Fig. 1: run 1, PDN straps and rails
Pins as bars on the die edge.
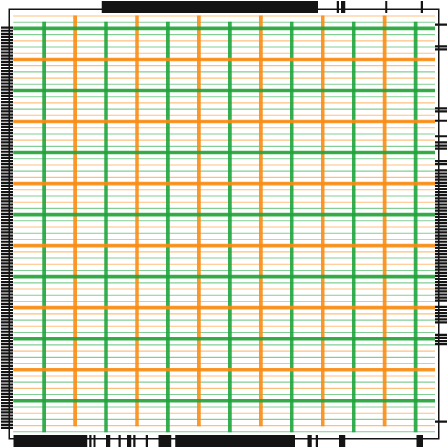
Fig. 2: run 1, gate families picked out
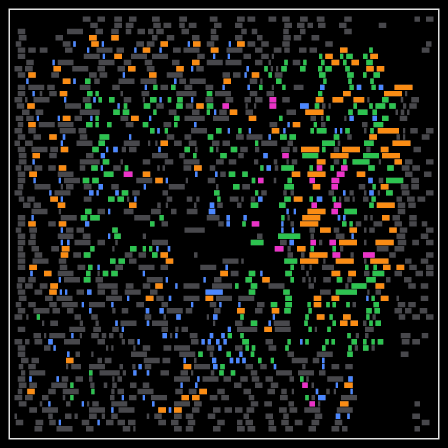
Fig. 3: run 1, clock wiring as the flow saved it
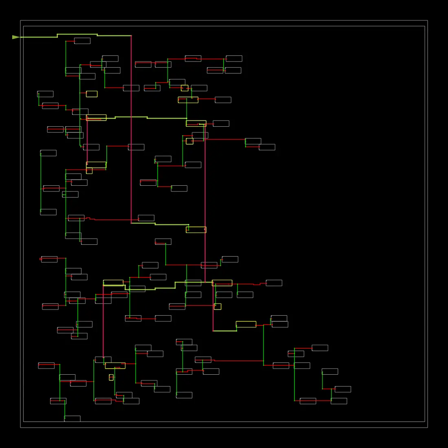
Design writeback_stage, sky130hd; sources not shown.
==> reports/qor.csv, run 1 <==
metric;value;unit
internal reg-to-reg setup slack;1.05;ns
largest net degree at the start of global routing;17;
synthesized cell area;7579;µm²
GR Util met2;44.70;%
R2R cell count;6;
Iter 0 DRT Violations;528;
ys cells;936;
leak pwr;4.764;nW
Worst Tran Pin Value;0.9586;ns
Slew HR;36.09;%
worst hold slack;0.4314;ns
crit-path max FO;10;
power per standard cell area;297.7;nW/µm²
Repair and plain buffers;499;
number of global-route vias before repair;9654;
number of signal-net inverters in the final layout;10;
# diodes;6;
layout cell share with drive strength beyond 1;14.21;%
yosys stat chip area;7579;µm²
multi-input gates;716;
Top class by area;multi-input combinational cells;
Critical Path Source Type;input port;
FF+latch count, synth;97;
final wirelength;46.78;mm
met3 wire length;3.498;mm
top cells by count, synth;130 x nor2_1, 97 x dfxtp_1, 97 x mux2i_1, 66 x a21oi_1, 47 x nand2_1;
tool warnings;60;
I/O pins;420;
final hold vios;0;
Adders+Majority by Area;0.1651;%
fmax;294.7;MHz
Well Taps;448;
GRT Residual Overflow;0;
IO buf count;376;
clock slew at reported path FFs;0.07;ns
sequential share of cell area;15.35;%
EDFF count, synth;0;
grt met3 use;7.112;%
First-pass DRT Iterations;4;
Routed WL per cell;26.12;µm
MaxCap Viol Count;0;
detailed placement HPWL;37.76;mm
M1 WL;19.53;mm
NonClk Buf Share;36.29;%
Syn Nets;1187;
GR met1 Demand/Resource;30.84;%
Tightest Hold Check Type;input port to flip-flop;
Inst Count DP;1760;
minimum clock period;3.393;ns
Max-area cell share;25.62;%
Setup WS pre-CTS;-0.8272;ns
Synth Seq Share;25.62;%
hold_buf cts;0;
RSZ-0062 raised after global routing;yes;
Yosys Warn Count;0;
cell row count;67;
post-layout net count;1584;
# setup viols final;0;
syn_area_per_cell;8.097;µm²
starting density of the core;22.49;%
postcts setup bufs;10;
P_int;2.478;mW
status;completed;
Design Area, Final;12650;µm²
Worst Setup End Kind;output port;
DR top layer;met5;
Netlist cell types;63;
ClkCell Share;2.196;%
worst hold path cell count;3;
worst path required time;3.06;ns
Sink Count;97;
WP data arrival;3.05;ns
cell accounting for the most synthesized area;dfxtp_1;
DR DRC count;0;
Seq. cell area;1942;µm²
NetSw;1.287;mW
Setup WS post-layout;0.007208;ns
TritonCTS clock tree;yes;
TNS Setup;0;ns
cell count after synthesis;936;
Fill cells;3992;
Simple Share, Synth;18.89;%
ANT nets after route;0;
Top Layout Cells;364 x clkdlybuf4s50_1, 129 x nor2_1, 97 x dfxtp_1, 94 x mux2i_1;
vias;9229;
Top cells by area;dfxtp_1 26%, mux2i_1 13%, nor2_1 6.4%;
CTS Buffer Depth;2;
clock share of power;27.1;%
Final Max Tran Viols;0;
GP Congestion;0.9624;
# resized after CTS;94;
Setup CP Type;input port to output port;
synth-to-layout area growth;66.90;%
CTS root buf;clkbuf_16;
final design utilization;37.53;%
Die ar.;35190;µm²
sequential share of power;32.9;%
ys async rst share;0;%
GRT busiest layer;met2;
mean number of vias per cell;5.153;
yosys aoi share;23.11;%
MUX share of area;20.19;%
H-tree levels;3;
first-pass GRT wire length;66.41;mm
total power;3.766;mW
period utilization;99.79;%
initial antenna violation count;7;
Back to the opening pictures, Fig. 1:
net	color
VSS	green
VDD	orange
signal pins	420
met4 straps	13
rows	67
met1 rails	68
met5 straps	13
die height: 187.6 µm
chip width: 187.6 µm
core area: 33700 µm²
Max VDD drop: 0.0001868 V

Back to the opening pictures, Fig. 2:
family	color	cells
NOR gates	blue	180
multiplexers	orange	126
inverting AOI/OAI gates	green	237
AND-OR and OR-AND gates	magenta	23
Top cell excl fill/tap: clkdlybuf4s50_1
Comb/total area: 41.31%
Post-Layout Cell Count: 1791

Back to the opening pictures, Fig. 3:
clock latency on the worst-skew pair: 0.36 ns
Num CTS Buffers: 9
CLK BUF: 10
FF+latch count: 97
Clock group: 1.02 mW

[run 1: worst max-delay path, cell delays in order]
cell	delay (ns)
clkdlybuf4s50_1	0.51
or2_4	0.32
a211o_1	0.29
buf_6	0.17
a221oi_2	0.42
o221ai_1	0.18
nand2_1	0.16
buf_4	0.12
clkdlybuf4s50_1	0.52
[run 1: cells by family after synthesis]
| group | after synthesis |
|---|---|
| and+or+nand+nor | 303 |
| muxes | 126 |
| AOI/OAI and AO/OA | 260 |
| buffers and inverters | 123 |
| DFF | 97 |
| adders and majority gates | 1 |
| xor gates and xnor gates | 26 |
[run 1: power groups by stage]
stage	clock network [mW]	registers [mW]	logic, mW
after floorplan	0	1.26	0.599
after global placement	0	1.26	1.42
after detailed placement	0	1.26	1.42
after CTS	1.05	1.24	1.49
after global routing	1.09	1.24	1.59
final	1.02	1.24	1.51
--- run 2 (diff from run 1) ---
- PLACE_DENSITY_LB_ADDON: 0.1 -> 0.05
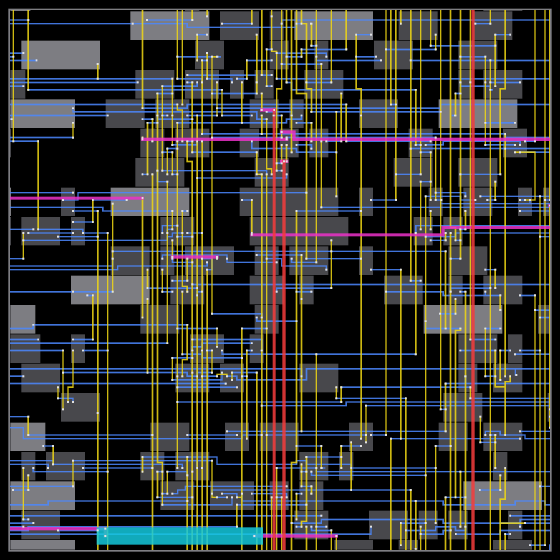
Fig. 4. Zoomed window (run 2).
Region (22, 116) to (72, 166) µm. Cells in gray, sequential cells in the stronger gray; small squares are vias.
layer	color
metal 1	blue
metal 2	yellow
metal 3	magenta
metal 4	red
metal 5	cyan
sequential cells in the window	10
most frequent	clkdlybuf4s50_1 (24), nor2_1 (15), dfxtp_1 (10)
cells with their middle in the window	106

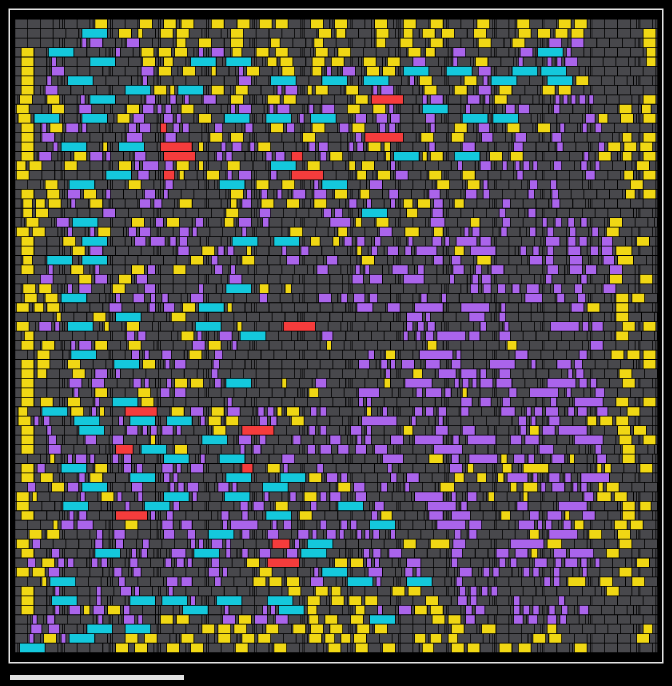
Fig. 5. Cell classes on the final placement (run 2).
Bar = 50 µm. Fill, decap, tap and diode cells in gray.
class	color	cells
flops	cyan	97
clock drivers and dummy loads	red	16
other buffers and delay cells	yellow	497
combinational and other logic	purple	726
final design utilization: 37.46%
cell row count: 67
sequential share of cell area: 15.38%
Design Area, Final: 12620 µm²

==> run 2 against run 1 <==
  * Clock power increased by about 10%
  * Worst hold slack improved by 0.0043 ns
  * Critical path depth unchanged
  * Clock skew increased by 0.0024 ns
  * Die area unchanged
  * First-iteration DRC count decreased by 19%
  * Routed wire length decreased by 1.3%
  * Synthesized cell count unchanged
  * Global-route usage decreased by 0.17 points
  * Critical endpoint is now RegWdata_WB[28]
==> reports/qor.csv, run 2 <==
metric;value;unit;change
R2R cell count;5;;-1
IO buf count;376;;unchanged
P_int;2.574;mW;+3.8%
initial antenna violation count;5;;-2
Repair and plain buffers;497;;-0.40%
Well Taps;448;;unchanged
ClkCell Share;2.488;%;+0.29 points
critical path's slowest cell;clkdlybuf4s50_1;;
ys async rst share;0;%;unchanged
starting density of the core;22.49;%;unchanged
Top Layout Cells;368 x clkdlybuf4s50_1, 128 x nor2_1, 97 x dfxtp_1, 95 x mux2i_1, 54 x a21oi_1;;
Max-area cell share;25.62;%;unchanged
postcts setup bufs;7;;-3
MaxCap Viol Count;0;;unchanged
cell count after synthesis;936;;unchanged
fmax;300.5;MHz;+1.9%
Seq. cell area;1942;µm²;unchanged
minimum clock period;3.328;ns;-0.06486 ns
# resized after CTS;87;;-7.4%
crit-path max FO;10;;unchanged
WP data arrival;2.99;ns;-0.06 ns
RSZ-0062 raised after global routing;yes;;
NonClk Buf Share;36.22;%;-0.077 points
Inst Count DP;1760;;unchanged
Worst Setup End Kind;output port;;
CTS root buf;clkbuf_16;;
clock latency on the worst-skew pair;0.37;ns;about the same
worst hold path cell count;3;;unchanged
cell accounting for the most synthesized area;dfxtp_1;;
synth-to-layout area growth;66.57;%;
TNS Setup;0;ns;unchanged
Netlist cell types;63;;unchanged
# setup viols final;0;;unchanged
Top cell excl fill/tap;clkdlybuf4s50_1;;
leak pwr;4.732;nW;-0.69%
Final Max Tran Viols;0;;unchanged
status;completed;;
synthesized cell area;7579;µm²;unchanged
Num CTS Buffers;9;;unchanged
layout cell share with drive strength beyond 1;13.92;%;-0.29 points
FF+latch count;97;;unchanged
total power;3.862;mW;+2.6%
Clock group;1.13;mW;+10%
Syn Nets;1187;;unchanged
tool warnings;59;;-1.7%
# diodes;2;;-4
final hold vios;0;;unchanged
GRT Residual Overflow;0;;unchanged
First-pass DRT Iterations;5;;+1
CLK BUF;11;;+1
Top class by area;multi-input combinational cells;;
Routed WL per cell;25.86;µm;-0.99%
Setup WS pre-CTS;-0.8587;ns;-0.03149 ns
die height;187.6;µm;unchanged
sequential share of power;32.0;%;-0.9 points
Synth Seq Share;25.62;%;unchanged
clock share of power;29.3;%;+2.2 points
core area;33700;µm²;unchanged
final wirelength;46.19;mm;-1.3%
Iter 0 DRT Violations;427;;-19%
worst path required time;3.06;ns;about the same
GP Congestion;0.9207;;-4.3%
Fill cells;3981;;-0.28%
Yosys Warn Count;0;;unchanged
-- run 2: critical path: cells and delay by family --
kind                   cells  cell delay, ns
multiplexers               1            0.25
buffers and inverters      4            1.27
AND-OR/OR-AND              4            1.12
-- run 2: cells by family (layout without fill, tap and decap cells) --
kind of cell / count (synthesis) / in the layout / synth area share [%]
xor+xnor: 26 / 26 / 3.005
mux: 126 / 126 / 20.19
fa+ha+maj: 1 / 1 / 0.1651
compound gates: 260 / 260 / 23.11
flops: 97 / 97 / 25.62
simple gates: 303 / 303 / 18.89
other cells: 0 / 2 / 0
buf+inv: 123 / 523 / 9.014
-- run 2: metal layers --
metal  up-vias  GRT usage (%)  part of all wire [%]
met4         8          7.473                   2.4
met3        51          6.625                   7.0
met2       357          44.49                    49
met5         -              0                  0.12
met1      4451          30.84                    42
li1       4243              -                     -
Power figures rest on the tool's default switching activity, not on a simulated workload.
